[src/rtl/scmi_channel_scheduler_pkg.sv]
// scmi_sched_pkg: state encoding and default sizing shared by the SCMI channel scheduler
package scmi_sched_pkg;
    localparam int DefNumAgents     = 4;
    localparam int DefTimeoutCycles = 1024;
    typedef enum logic [2:0] {IDLE, GRANT, DOORBELL, WAIT_CMPL, NOTIFY} sched_state_e;
endpackage

[src/rtl/scmi_channel_scheduler_rr_picker.sv]
// scmi_rr_picker: combinational round-robin pick, searching upward from ptr_i with wrap-around
module scmi_rr_picker
    import scmi_sched_pkg::*;
#(
    parameter int NumAgents = DefNumAgents,
    localparam int IW = $clog2(NumAgents)
) (
    input  logic [NumAgents-1:0] req_i,
    input  logic [IW-1:0]        ptr_i,
    output logic [NumAgents-1:0] gnt_o,
    output logic                 valid_o
);
    logic [IW:0]   sum;
    logic [IW-1:0] idx;
    always_comb begin
        gnt_o   = '0;
        valid_o = 1'b0;
        sum     = '0;
        idx     = '0;
        for (int i = 0; i < NumAgents; i++) begin
            sum = {1'b0, ptr_i} + (IW+1)'(i);
            idx = IW'(sum >= (IW+1)'(NumAgents) ? sum - (IW+1)'(NumAgents) : sum);
            if (!valid_o && req_i[idx]) begin
                gnt_o[idx] = 1'b1;
                valid_o    = 1'b1;
            end
        end
    end
endmodule

[src/rtl/scmi_channel_scheduler.sv]
// scmi_channel_scheduler: arbitrates one SCMI mailbox channel among agents via doorbell/completion handshake
module scmi_channel_scheduler
    import scmi_sched_pkg::*;
#(
    parameter int NumAgents     = DefNumAgents,
    parameter int TimeoutCycles = DefTimeoutCycles
) (
    input  logic                 clk_i,
    input  logic                 rst_ni,
    input  logic [NumAgents-1:0] req_i,
    input  logic [NumAgents-1:0] done_i,
    input  logic [NumAgents-1:0] ack_i,
    input  logic                 cmpl_i,
    output logic [NumAgents-1:0] grant_o,
    output logic                 doorbell_o,
    output logic [NumAgents-1:0] irq_o,
    output logic                 err_o,
    output logic                 busy_o
);
    localparam int IW = $clog2(NumAgents);
    localparam int CW = $clog2(TimeoutCycles);
    sched_state_e         state_q;
    logic [IW-1:0]        prio_q, owner_q, pick_idx;
    logic [CW-1:0]        cnt_q, cnt_inc;
    logic [NumAgents-1:0] pick_gnt;
    logic                 pick_valid, owner_done, owner_req, owner_ack, timeout;
    scmi_rr_picker #(.NumAgents(NumAgents)) u_picker (
        .req_i   (req_i),
        .ptr_i   (prio_q),
        .gnt_o   (pick_gnt),
        .valid_o (pick_valid)
    );
    always_comb begin
        pick_idx = '0;
        for (int i = 0; i < NumAgents; i++)
            if (pick_gnt[i]) pick_idx = IW'(i);
    end
    // grant_o is the registered one-hot owner, so masking with it filters non-owner pulses
    assign owner_done = |(done_i & grant_o);
    assign owner_req  = |(req_i & grant_o);
    assign owner_ack  = |(ack_i & grant_o);
    assign cnt_inc    = &cnt_q ? cnt_q : cnt_q + 1'b1;
    assign timeout    = cnt_inc == CW'(TimeoutCycles - 1);
    always_ff @(posedge clk_i or negedge rst_ni) begin
        if (!rst_ni) begin
            state_q    <= IDLE;
            prio_q     <= '0;
            owner_q    <= '0;
            cnt_q      <= '0;
            grant_o    <= '0;
            doorbell_o <= 1'b0;
            irq_o      <= '0;
            err_o      <= 1'b0;
            busy_o     <= 1'b0;
        end else begin
            doorbell_o <= 1'b0;
            case (state_q)
                IDLE: if (pick_valid) begin
                    state_q <= GRANT;
                    grant_o <= pick_gnt;
                    owner_q <= pick_idx;
                    busy_o  <= 1'b1;
                end
                GRANT: if (owner_done) begin
                    state_q    <= DOORBELL;
                    doorbell_o <= 1'b1;
                end else if (!owner_req) begin
                    state_q <= IDLE;
                    grant_o <= '0;
                    busy_o  <= 1'b0;
                end
                DOORBELL: begin
                    state_q <= WAIT_CMPL;
                    cnt_q   <= '0;
                end
                WAIT_CMPL: begin
                    cnt_q <= cnt_inc;
                    if (cmpl_i || timeout) begin
                        state_q <= NOTIFY;
                        irq_o   <= grant_o;
                        err_o   <= !cmpl_i;
                    end
                end
                NOTIFY: if (owner_ack) begin
                    state_q <= IDLE;
                    grant_o <= '0;
                    irq_o   <= '0;
                    err_o   <= 1'b0;
                    busy_o  <= 1'b0;
                    prio_q  <= owner_q == IW'(NumAgents - 1) ? '0 : owner_q + 1'b1;
                end
                default: state_q <= IDLE;
            endcase
        end
    end
endmodule

[config.mk]
export PLATFORM = sky130hd
export DESIGN_NAME = scmi_channel_scheduler
export DESIGN_NICKNAME = d
export VERILOG_FILES = /design/src/rtl/scmi_channel_scheduler_pkg.sv /design/src/rtl/scmi_channel_scheduler_rr_picker.sv /design/src/rtl/scmi_channel_scheduler.sv
export SDC_FILE = /design/constraint.sdc
export NUM_CORES = 1
export LEC_CHECK = 0
export ABC_AREA = 1
export CAP_MARGIN = 15
export CORE_AREA = 2 2 62 64
export DETAILED_ROUTE_END_ITERATION = 8
export DIE_AREA = 0 0 64 66
export MAX_ROUTING_LAYER = met4
export PLACE_DENSITY = 0.84
export SLEW_MARGIN = 10
export SYNTH_ARGS = -nofsm -noshare
export SYNTH_HDL_FRONTEND = slang
export SYNTH_SLANG_ARGS = --single-unit
export TNS_END_PERCENT = 20
[constraint.sdc]
create_clock -name clk_i -period 5.9 [get_ports clk_i]
set_input_delay 0.59 -clock clk_i [delete_from_list [all_inputs] [get_ports clk_i]]
set_output_delay 0.59 -clock clk_i [all_outputs]
set_load 0.02 [all_outputs]
run_1/congestion.png
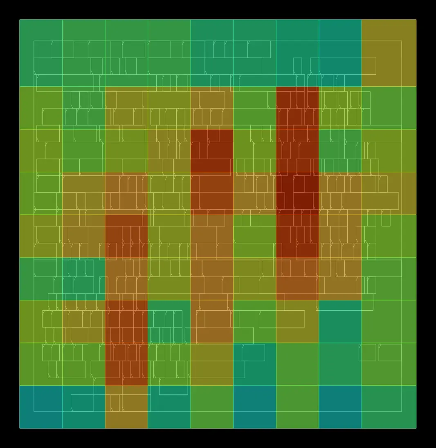
Overall Global Routing Usage: 21.9%
met3 Resource Use GR: 3.41%

run_1/wires.png
Two of the layers only.
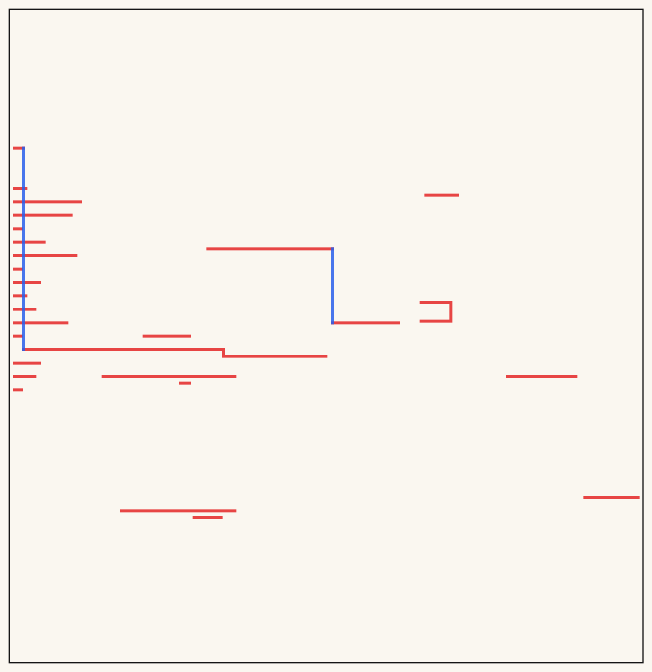
| layer | colour | wire length |
|---|---|---|
| metal 4 | blue | 27.9 um |
| metal 3 | red | 149 um |
wire length per cell: 11.6 um
via count: 1793
final wirelength: 4010 um

run_1/io_placement.png
Pins as bars across the die edge, other pins in grey.
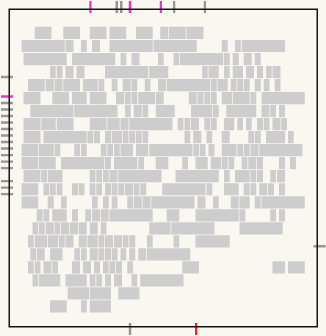
| port | colour | pins | direction | edge |
|---|---|---|---|---|
| `doorbell_o` | red | 1 | output | bottom |
| `irq_o` | magenta | 4 | output | 3 top, 1 left |
all pins by edge: 16 left, 7 top, 2 bottom, 1 right
Buffers on Ports: 25
die width: 64 um

run_1/layer_met3.png
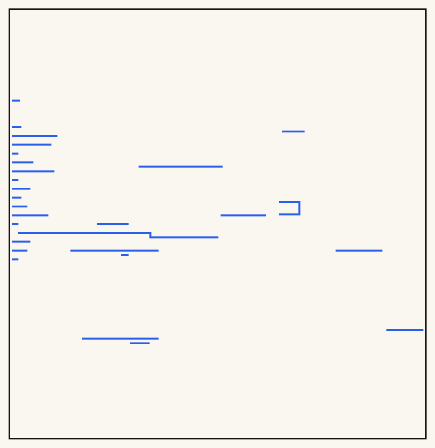
wire length on this layer: 149 um
main direction: horizontal
share of all routed wire: 3.7%

==> flow_summary.json, run 1 <==
{
  "yosys.area.top_type": "dfrtp_1",
  "logic_area_um2": 1080,
  "slew_headroom_pct": 27.4,
  "cts_buffers": 3,
  "p_int_w": 0.000455,
  "inverters": 31,
  "grt_start_max_net_pins": 29,
  "diodes": 0,
  "hp-start": "busy_o",
  "ys_cells": 271,
  "setup_viol": 0,
  "dr.pass1.iters": 4,
  "pg_seq_w": 0.000305,
  "flop-count": 28,
  "power_leakage_nw": 1.10,
  "max_freq_mhz": 451,
  "ant_nets": 0,
  "final_hold_viol_count": 0,
  "route.met3.wl_um": 149,
  "biggestCellCategory": "logic gates",
  "syn_nets": 294,
  "synth_area_per_cell_um2": 7.03,
  "reg2reg_depth": 12,
  "crit_fanout": 15,
  "crit_type": "reg -> reg",
  "ys_top_logic_family": "simple AND/OR/NAND/NOR gates",
  "cts.htree.levels": 1,
  "cp_slowest_stage_delay_ns": 0.65,
  "logic_gates": 210,
  "synth-edff-count": 0,
  "n_fill_cell": 321,
  "wl_met2_um": 2000,
  "use_met1_pct": 25.5,
  "coreArea_um2": 3550,
  "regArea_um2": 701,
  "sh_seq_area_pct": 31.2,
  "crit_top_cell": "nand2_1",
  "power_leader": "combinational cells",
  "comb_power_w": 0.000459,
  "nWellTaps": 48,
  "postPlaceCellArea_um2": 2210,
  "arrival_ns": 2.45,
  "tightest_slew_ns": 1.08,
  "drt-met1-wl_um": 1840,
  "mostFrequentLayoutCells": "nand2_1 (98), inv_1 (29), dfrtp_1 (28), nand3_1 (25), clkdlybuf4s50_1 (25)",
  "sh_comb_area_pct": 47.9,
  "dp_slack_ns": 3.61,
  "synth_top_area_share_pct": 36.8,
  "drc_errors": 0,
  "async_flop_share_pct": 100,
  "slowest_stage": "dfrtp_1",
  "yosys_area_um2": 1910,
  "swShare_pct": 47.1,
  "cts_tree": "built",
  "r2r_end": "owner_q[0]",
  "ir_worst_vdd_mv": 0.231,
  "crit_family": "flip-flops",
  "hold-path-cell-count": 2,
  "grt_pass1_vias": 1766,
  "r2r-start": "prio_q[0]",
  "clk_path_buf_depth": 2,
  "ioPinCount": 26,
  "postCtsSetupRepairBufs": 0,
  "power.share.sequential_pct": 35.5,
  "yosys_warnings": 0,
  "powerDensity_nw_per_um2": 383,
  "grt_antenna_before_repair": 0,
  "timing.hold.ws_ns": 0.496,
  "ys_sh_aoi_pct": 11.7,
  "regMostFlops": "cnt_q",
  "p_switching_w": 0.000405,
  "status": "finished clean",
  "areaGrowthSynthToFinish_pct": 17.9,
  "combPwrFrac_pct": 53.3,
  "die_area_um2": 4220,
  "fin_crit_sh_pct": 37.6,
  "reg_top3": "cnt_q: 10 flops, grant_o: 4 flops, irq_o: 4 flops",
  "largest_reg_flops": 10,
  "slew_viol_final": 0,
  "fa_ha_area_share_pct": 5.25,
  "bufAreaShareNonClock_pct": 11.5,
  "nClkBuffers": 4,
  "pg_clk_w": 0.0000965
}
run_1/flops_by_reg.png
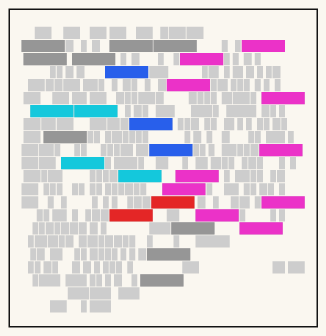

==> run 1 -> run 2 <==
Clock period 5.9 ns to 2.1 ns, I/O delays scaled along.
run_2/flops_by_reg.png
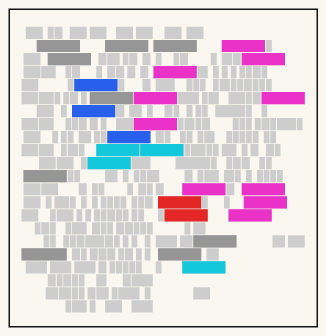
| signal | colour | flops |
|---|---|---|
| `state_q` | blue | 3 |
| `owner_q` | red | 2 |
| `grant_o` | cyan | 4 |
| `cnt_q` | magenta | 10 |
not coloured: 9
FF/Latch Area: 702 um2
Final Util: 63.8%
Seq/total area: 31.0%
Seq power: 0.000834 W

run_2/io_placement.png
Pins as bars across the die edge, other pins in grey.
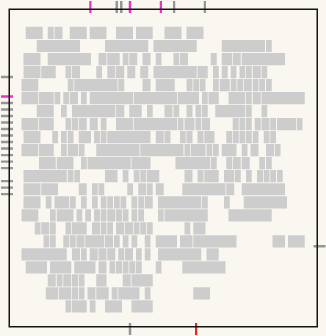
| port | colour | pins | direction | edge |
|---|---|---|---|---|
| `doorbell_o` | red | 1 | output | bottom |
| `irq_o` | magenta | 4 | output | 3 top, 1 left |
all pins by edge: 16 left, 7 top, 2 bottom, 1 right
Die Y: 66 um

==> flow_summary.json, run 2 <==
{
  "status": "finished clean",
  "dp_slack_ns": 0.0869,
  "max_freq_mhz": 533,
  "cts_buffers": 3,
  "die_area_um2": 4220,
  "wl_met2_um": 2070,
  "sh_comb_area_pct": 47.9,
  "yosys.area.top_type": "dfrtp_1",
  "reg2reg_depth": 11,
  "grt_start_max_net_pins": 29,
  "ys_sh_aoi_pct": 11.7,
  "route.met3.wl_um": 192,
  "drc_errors": 0,
  "powerDensity_nw_per_um2": 1090,
  "power_leader": "combinational cells",
  "fa_ha_area_share_pct": 5.25,
  "areaGrowthSynthToFinish_pct": 18.9,
  "r2r-start": "prio_q[1]",
  "crit_type": "reg -> reg",
  "wl_per_cell_um": 12.1,
  "slowest_stage": "dfrtp_2",
  "fin_crit_sh_pct": 89.4,
  "ys_cells": 271,
  "logic_area_um2": 1080,
  "combPwrFrac_pct": 56.8,
  "die_w_um": 64,
  "crit_family": "simple AND/OR/NAND/NOR gates",
  "postPlaceCellArea_um2": 2230,
  "syn_nets": 294,
  "power.share.sequential_pct": 33.9,
  "grt_antenna_before_repair": 0,
  "ioPinCount": 26,
  "tightest_slew_ns": 0.352,
  "biggestCellCategory": "logic gates",
  "use_met3_pct": 3.24,
  "yosys_warnings": 0,
  "drt-met1-wl_um": 1910,
  "synth_top_area_share_pct": 36.8,
  "coreArea_um2": 3550,
  "async_flop_share_pct": 100,
  "nWellTaps": 48,
  "timing.hold.ws_ns": 0.227,
  "reg_top3": "cnt_q: 10 flops, grant_o: 4 flops, irq_o: 4 flops",
  "grt_pass1_vias": 1749,
  "crit_top_cell": "nand2_1",
  "synth-edff-count": 0
}
Power and IR drop assume default switching activity.
